## src/rtl/systolic_pkg.sv

```systemverilog
// ---------------------------------------------------------------------------
// systolic_pkg
// Shared constants, FSM state type and the output byte conversion for the
// 4x4 output-stationary systolic multiplier.
//
// Configuration macro: SA_SATURATE_OUT_EN
//   defined   -> output byte saturates to 8'hFF when the accumulator exceeds 255
//   undefined -> output byte is the low 8 bits of the accumulator (wraps)
// ---------------------------------------------------------------------------
package systolic_pkg;

  localparam int N  = 4;   // array dimension; load/output framing assumes 4
  localparam int DW = 8;   // operand / output byte width
  localparam int AW = 18;  // accumulator width, holds 4*255*255

  // Counter widths for the three timed phases.
  localparam int LOAD_CW = 4;
  localparam int PUMP_CW = 4;
  localparam int OUT_CW  = 4;

  // Cycles needed for the last skewed operand pair to reach PE(N-1,N-1).
  localparam int PUMP_CYCLES = 3 * N - 2;

  typedef enum logic [2:0] {
    IDLE = 3'd0,
    LOAD = 3'd1,
    PUMP = 3'd2,
    OUT  = 3'd3,
    DONE = 3'd4
  } state_e;

  // Converts a finished accumulator to the byte placed on the output stream.
  function automatic logic [DW-1:0] acc_to_byte(input logic [AW-1:0] acc);
`ifdef SA_SATURATE_OUT_EN
    return (acc > AW'(255)) ? {DW{1'b1}} : DW'(acc);
`else
    return DW'(acc);
`endif
  endfunction

endpackage

```

## src/rtl/systolic_pe.sv

```systemverilog
// ---------------------------------------------------------------------------
// systolic_pe
// One multiply-accumulate cell of the output-stationary array.
//   clk, rst  : clock, asynchronous active-high reset
//   clr       : synchronous clear of accumulator and pass-through registers
//   en        : when high, acc += a_in*b_in and a/b are forwarded
//   a_in/a_out: A operand entering from the left, leaving to the right
//   b_in/b_out: B operand entering from the top, leaving downward
//   acc       : running accumulator
// ---------------------------------------------------------------------------
module systolic_pe
  import systolic_pkg::*;
(
  input  logic          clk,
  input  logic          rst,
  input  logic          clr,
  input  logic          en,
  input  logic [DW-1:0] a_in,
  input  logic [DW-1:0] b_in,
  output logic [DW-1:0] a_out,
  output logic [DW-1:0] b_out,
  output logic [AW-1:0] acc
);

  logic [DW-1:0]   a_q, a_d;
  logic [DW-1:0]   b_q, b_d;
  logic [AW-1:0]   acc_q, acc_d;
  logic [2*DW-1:0] prod;

  always_comb begin
    prod  = (2*DW)'(a_in) * (2*DW)'(b_in);
    a_d   = a_q;
    b_d   = b_q;
    acc_d = acc_q;
    if (clr) begin
      a_d   = '0;
      b_d   = '0;
      acc_d = '0;
    end else if (en) begin
      a_d   = a_in;
      b_d   = b_in;
      acc_d = acc_q + AW'(prod);
    end
  end

  always_ff @(posedge clk or posedge rst) begin
    if (rst) begin
      a_q   <= '0;
      b_q   <= '0;
      acc_q <= '0;
    end else begin
      a_q   <= a_d;
      b_q   <= b_d;
      acc_q <= acc_d;
    end
  end

  assign a_out = a_q;
  assign b_out = b_q;
  assign acc   = acc_q;

endmodule

```

## src/rtl/systolic_array_4x4.sv

```systemverilog
// ---------------------------------------------------------------------------
// systolic_array_4x4
// 4x4 output-stationary systolic multiplier, C = A x B on unsigned bytes.
//   clk_p        : clock, rising edge
//   rst_p        : asynchronous active-high reset, aborts any job
//   en_p         : start qualifier, sampled only in IDLE and DONE
//   p_shift_in_A : A byte stream, beat k = A[k/4][3-k%4]
//   p_shift_in_B : B byte stream, beat k = B[3-k%4][k/4]
//   p_shift_out  : C byte stream, row-major, registered
//   ack_p        : high while p_shift_out carries a C element
//
// Handshake: there is no backpressure. en_p high in IDLE/DONE starts a job and
// its first beat is captured on that edge; the next 15 edges capture beats
// 1..15 regardless of en_p. ack_p is high for exactly 16 consecutive cycles,
// one element per cycle, starting 11 cycles after the last load beat.
//
// Configuration macro: SA_SATURATE_OUT_EN (saturating output byte, see pkg).
// ---------------------------------------------------------------------------
module systolic_array_4x4
  import systolic_pkg::*;
(
  input  logic          clk_p,
  input  logic          rst_p,
  input  logic          en_p,
  input  logic [DW-1:0] p_shift_in_A,
  input  logic [DW-1:0] p_shift_in_B,
  output logic [DW-1:0] p_shift_out,
  output logic          ack_p
);

  state_e               state_q, state_d;
  logic [LOAD_CW-1:0]   load_cnt_q, load_cnt_d;
  logic [PUMP_CW-1:0]   pump_cnt_q, pump_cnt_d;
  logic [OUT_CW-1:0]    out_cnt_q, out_cnt_d;
  logic [DW-1:0]        out_q, out_d;
  logic                 ack_q, ack_d;

  // a_buf[r][k] = A[r][k]; b_buf[c][k] = B[k][c] once loading completes.
  logic [DW-1:0]        a_buf_q [N][N];
  logic [DW-1:0]        a_buf_d [N][N];
  logic [DW-1:0]        b_buf_q [N][N];
  logic [DW-1:0]        b_buf_d [N][N];

  logic                 cap;
  logic [LOAD_CW-1:0]   cap_k;
  logic                 pe_clr;
  logic                 pe_en;

  logic [DW-1:0]        a_edge [N];
  logic [DW-1:0]        b_edge [N];
  logic [DW-1:0]        a_h    [N][N+1];
  logic [DW-1:0]        b_v    [N+1][N];
  logic [AW-1:0]        acc_w  [N*N];

  // FSM next-state and control.
  always_comb begin
    state_d    = state_q;
    load_cnt_d = load_cnt_q;
    pump_cnt_d = pump_cnt_q;
    out_cnt_d  = out_cnt_q;
    ack_d      = 1'b0;
    out_d      = '0;
    cap        = 1'b0;
    cap_k      = load_cnt_q;
    pe_clr     = 1'b0;
    pe_en      = 1'b0;
    unique case (state_q)
      IDLE, DONE: begin
        if (en_p) begin
          // Start edge: beat 0 is captured and the array is wiped so a
          // previous job cannot leak into this one.
          state_d    = LOAD;
          cap        = 1'b1;
          cap_k      = '0;
          load_cnt_d = LOAD_CW'(1);
          pe_clr     = 1'b1;
        end
      end
      LOAD: begin
        cap        = 1'b1;
        load_cnt_d = load_cnt_q + LOAD_CW'(1);
        if (load_cnt_q == LOAD_CW'(N*N-1)) begin
          state_d    = PUMP;
          pump_cnt_d = '0;
        end
      end
      PUMP: begin
        pe_en      = 1'b1;
        pump_cnt_d = pump_cnt_q + PUMP_CW'(1);
        if (pump_cnt_q == PUMP_CW'(PUMP_CYCLES-1)) begin
          state_d   = OUT;
          out_cnt_d = '0;
        end
      end
      OUT: begin
        ack_d     = 1'b1;
        out_d     = acc_to_byte(acc_w[out_cnt_q]);
        out_cnt_d = out_cnt_q + OUT_CW'(1);
        if (out_cnt_q == OUT_CW'(N*N-1)) begin
          state_d = DONE;
        end
      end
      default: state_d = IDLE;
    endcase
  end

  // Operand buffers: each beat shifts into buffer[k/4] at slot 0, so the
  // last-sent element (element 0) ends up at the head.
  always_comb begin
    a_buf_d = a_buf_q;
    b_buf_d = b_buf_q;
    if (cap) begin
      for (int r = 0; r < N; r++) begin
        if (cap_k[3:2] == 2'(r)) begin
          for (int j = N-1; j > 0; j--) begin
            a_buf_d[r][j] = a_buf_q[r][j-1];
            b_buf_d[r][j] = b_buf_q[r][j-1];
          end
          a_buf_d[r][0] = p_shift_in_A;
          b_buf_d[r][0] = p_shift_in_B;
        end
      end
    end
  end

  // Skew: row r / column c sees element k at pump cycle r+k / c+k, zeros
  // outside that window.
  always_comb begin
    for (int r = 0; r < N; r++) begin : g_skew
      int k;
      k         = int'(pump_cnt_q) - r;
      a_edge[r] = '0;
      b_edge[r] = '0;
      if (state_q == PUMP && k >= 0 && k < N) begin
        a_edge[r] = a_buf_q[r][k[1:0]];
        b_edge[r] = b_buf_q[r][k[1:0]];
      end
    end
  end

  always_ff @(posedge clk_p or posedge rst_p) begin
    if (rst_p) begin
      state_q    <= IDLE;
      load_cnt_q <= '0;
      pump_cnt_q <= '0;
      out_cnt_q  <= '0;
      out_q      <= '0;
      ack_q      <= 1'b0;
      for (int r = 0; r < N; r++) begin
        for (int j = 0; j < N; j++) begin
          a_buf_q[r][j] <= '0;
          b_buf_q[r][j] <= '0;
        end
      end
    end else begin
      state_q    <= state_d;
      load_cnt_q <= load_cnt_d;
      pump_cnt_q <= pump_cnt_d;
      out_cnt_q  <= out_cnt_d;
      out_q      <= out_d;
      ack_q      <= ack_d;
      a_buf_q    <= a_buf_d;
      b_buf_q    <= b_buf_d;
    end
  end

  for (genvar r = 0; r < N; r++) begin : g_edge
    assign a_h[r][0] = a_edge[r];
    assign b_v[0][r] = b_edge[r];
  end

  for (genvar r = 0; r < N; r++) begin : g_row
    for (genvar c = 0; c < N; c++) begin : g_col
      systolic_pe u_pe (
        .clk   (clk_p),
        .rst   (rst_p),
        .clr   (pe_clr),
        .en    (pe_en),
        .a_in  (a_h[r][c]),
        .b_in  (b_v[r][c]),
        .a_out (a_h[r][c+1]),
        .b_out (b_v[r+1][c]),
        .acc   (acc_w[r*N+c])
      );
    end
  end

  assign p_shift_out = out_q;
  assign ack_p       = ack_q;

endmodule

```

## config.mk

```make
export PLATFORM = sky130hd
export DESIGN_NAME = systolic_array_4x4
export DESIGN_NICKNAME = d
export VERILOG_FILES = /design/src/rtl/systolic_pkg.sv /design/src/rtl/systolic_pe.sv /design/src/rtl/systolic_array_4x4.sv
export SDC_FILE = /design/constraint.sdc
export NUM_CORES = 2
export LEC_CHECK = 0
export CAP_MARGIN = 5
export CORE_ASPECT_RATIO = 1.25
export CORE_MARGIN = 2
export CORE_UTILIZATION = 50
export CTS_BUF_LIST = sky130_fd_sc_hd__clkbuf_8
export DETAILED_ROUTE_END_ITERATION = 10
export HOLD_SLACK_MARGIN = 0.03
export MAX_ROUTING_LAYER = met4
export PLACE_DENSITY = 0.65
export SLEW_MARGIN = 20
export SYNTH_ARGS = -nofsm -noshare
export SYNTH_HDL_FRONTEND = slang
export SYNTH_SLANG_ARGS = --single-unit
```

## constraint.sdc

```tcl
create_clock -name clk_p -period 55.7 [get_ports clk_p]
set_input_delay 5.57 -clock clk_p [delete_from_list [all_inputs] [get_ports clk_p]]
set_output_delay 5.57 -clock clk_p [all_outputs]
set_load 0.1 [all_outputs]
```

==> images/m3.png <==
(1.5 px per um)
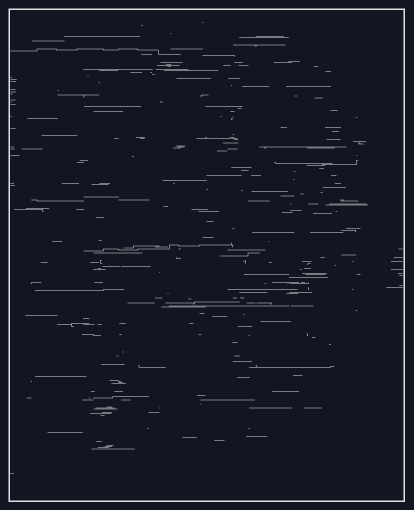
longest straight run: 80.3 um
share of all routed wire: 3.3%
nets with wire on the layer: 153

==> images/clock_nets.png <==
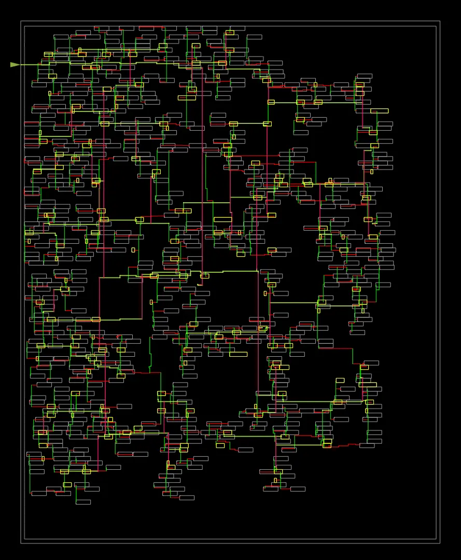
clkbuf count: 125
clk_skew: 51.6 ps
clock buffer count from CTS: 98
Clk power: 0.409 mW
registers: 600

==> qor.yml <==
maxSlewViolCount: 0
port_buffers: 27
warnings: 41
std_cell_rows: 118
synthArstFlopShare: 1.00
lay_top_cells: "inv_1 (655), dfrtp_1 (597), nand2_1 (506)"
routed.top_layer: "met4"
grtUsageMet3: 0.0248
insertedDiodeCount: 1
nNonClkBuffers: 49
cp-endpoint: "p_shift_out[7]"
chipWidth_um: 262
synth.distinct_cells: 44
setup_viol: 0
cts_tree: "done"
internal_power_mw: 1.18
core_mm2: 0.0827
routed_wl_um: 95200
cap_violations: 0
clkPwrFrac: 0.209
finalNetCount: 4350
ff2ff_setup_slack_ps: 49120
num-multi-input-gates: 2392
overflow: 0
whs_endpoint: "a_buf_q[0]$_DFFE_PP0P_"
placed_area_mm2: 0.0428
gp_congestion: 0.861
ir_drop_v: 0.0000381
chipArea_mm2: 0.0858
ctsRootBufferMaster: "clkbuf_8"
cts_max_path_buffers: 3
cp_num_cells: 1
wl_met1_um: 39900
fin_crit_ps: 7800
crit_family: "buffers and inverters"
synth_flops: 600
clock-sinks: 600
power_frac_comb: 0.392
fp_util: 0.505
antenna_found_initial: 4
flop_cell: "dfrtp_1"
nFillCells: 7226
lay_top_count: "inv_1"
antenna_left: 0
dr.pass1.iters: 6
whs_ps: 500
grt_use_total: 0.236
use_met1: 0.295
start_kind: "flip-flop"
fin_area_mm2: 0.0449
yosys_cells: 3797
inverters: 621
clk_share: 0.0467
drive_gt1_frac: 0.142
htree_levels: 3
top_area_frac: 0.360
synth_warnings: 0
timing.rr.end: "g_row[0].g_col[2].u_pe.acc[7]$_DFFE_PP0P_"
route.detailed.drc: 0
ys_area_mm2: 0.0417
cp_slowest_cell: "clkdlybuf4s50_1"
seq-power_mw: 0.778
critPathRequiredTime_ps: 50130
grt_pass1_wl_um: 155000
power_density_mw_per_mm2: 43.5
wl_met3_um: 3160
post-cts-setup-buffers: 0
hpwl_um: 70000
cts_resized: 0
met2WireLength_um: 49600
met2_usage: 0.405
cpPeakStageDelay_ps: 1140
grt_setup_unrepaired: "no"
clk_pin_slew_ps: 60
min_from: "a_buf_q[0]$_DFFE_PP0P_"
whs_path_depth: 1
cp_cell_sequence: "clkdlybuf4s50_1"
setup_tns_ps: 0
pg_comb_mw: 0.766
grt_max_degree: 209
r2r_cells: 21
edf_count: 0
reg2reg_from: "state_q[1]$_DFFE_PP0P_"
path_buffers: 1
final-comb-area_mm2: 0.0236
vias: 26800
netlist_instances: 3797
syn_area_per_cell_um2: 11.0
synth_area_mm2: 0.0417
sh_seq_area: 0.334
largest_cell_class: "combinational gates"
yosysTopAreaCell: "dfrtp_1"
insertion_delay_ps: 750
pre_cts_slack_ps: 47100
maxSlewHeadroom: 0.311
drt_iter0_markers: 1450
fin_cells: 4919
topCellsByArea: "dfrtp_1 (36%), fa_1 (14%), ha_1 (8.4%)"
grt_pass1_vias: 27700
tightest_slew_ps: 1030
register_area_mm2: 0.0150
cp-end-kind: "output port"
hold_violations: 0
cp.arrival_ps: 2230
synth_nets: 4385
crit_type: "reg -> out"
gr-max-usage-layer: "met2"
combAreaFraction: 0.526
postCtsHoldBufs: 0
hold_class: "reg -> reg"
cellLeakagePower_nw: 22.0
p_total_mw: 1.95
cp_max_fo: 1
power.switching_mw: 0.773
dp.cells: 4742
status: "finished clean"
dieHeight_um: 327
fmax_mhz: 128
==> images/clock_wires.png <==
(1.5 px per um)
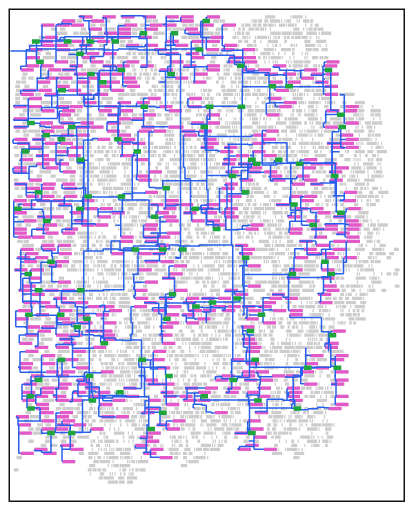
legend:
  clock wires:
    colour: blue
    length: 8510 um
  flip-flops:
    colour: magenta
    count: 600
  clock-net drivers:
    colour: green
    count: 98
routed clock nets: 99

logic make-up after synthesis:
logic type      share of synthesized area
xor+xnor                           0.0606
simple gates                       0.0828
compound gates                     0.0736
mux                                 0.126
buf+inv                            0.0747
flops                               0.360
fa+ha+maj                           0.223
sequential cells by signal, summed over array words and instances (netlist names):
signal,flops
a_buf_q,128
state_q,3
g_row.g_col.u_pe.acc,128
ack_p,1
pump_cnt_q,4
b_buf_q,128
load_cnt_q,4
p_shift_out,8
g_row.g_col.u_pe.a_out,96
out_cnt_q,4
g_row.g_col.u_pe.b_out,96
cell usage after synthesis (all sizes together) (63+ instances only):
cell type / number
inv: 621
dfrtp: 600
nand2: 507
fa: 288
ha: 281
mux2: 257
xnor2: 236
a22o: 219
clkbuf: 149
and2: 132
mux4: 104
and3: 66
a21o: 63
No activity file was given, so power comes from the tool's default toggle rates.
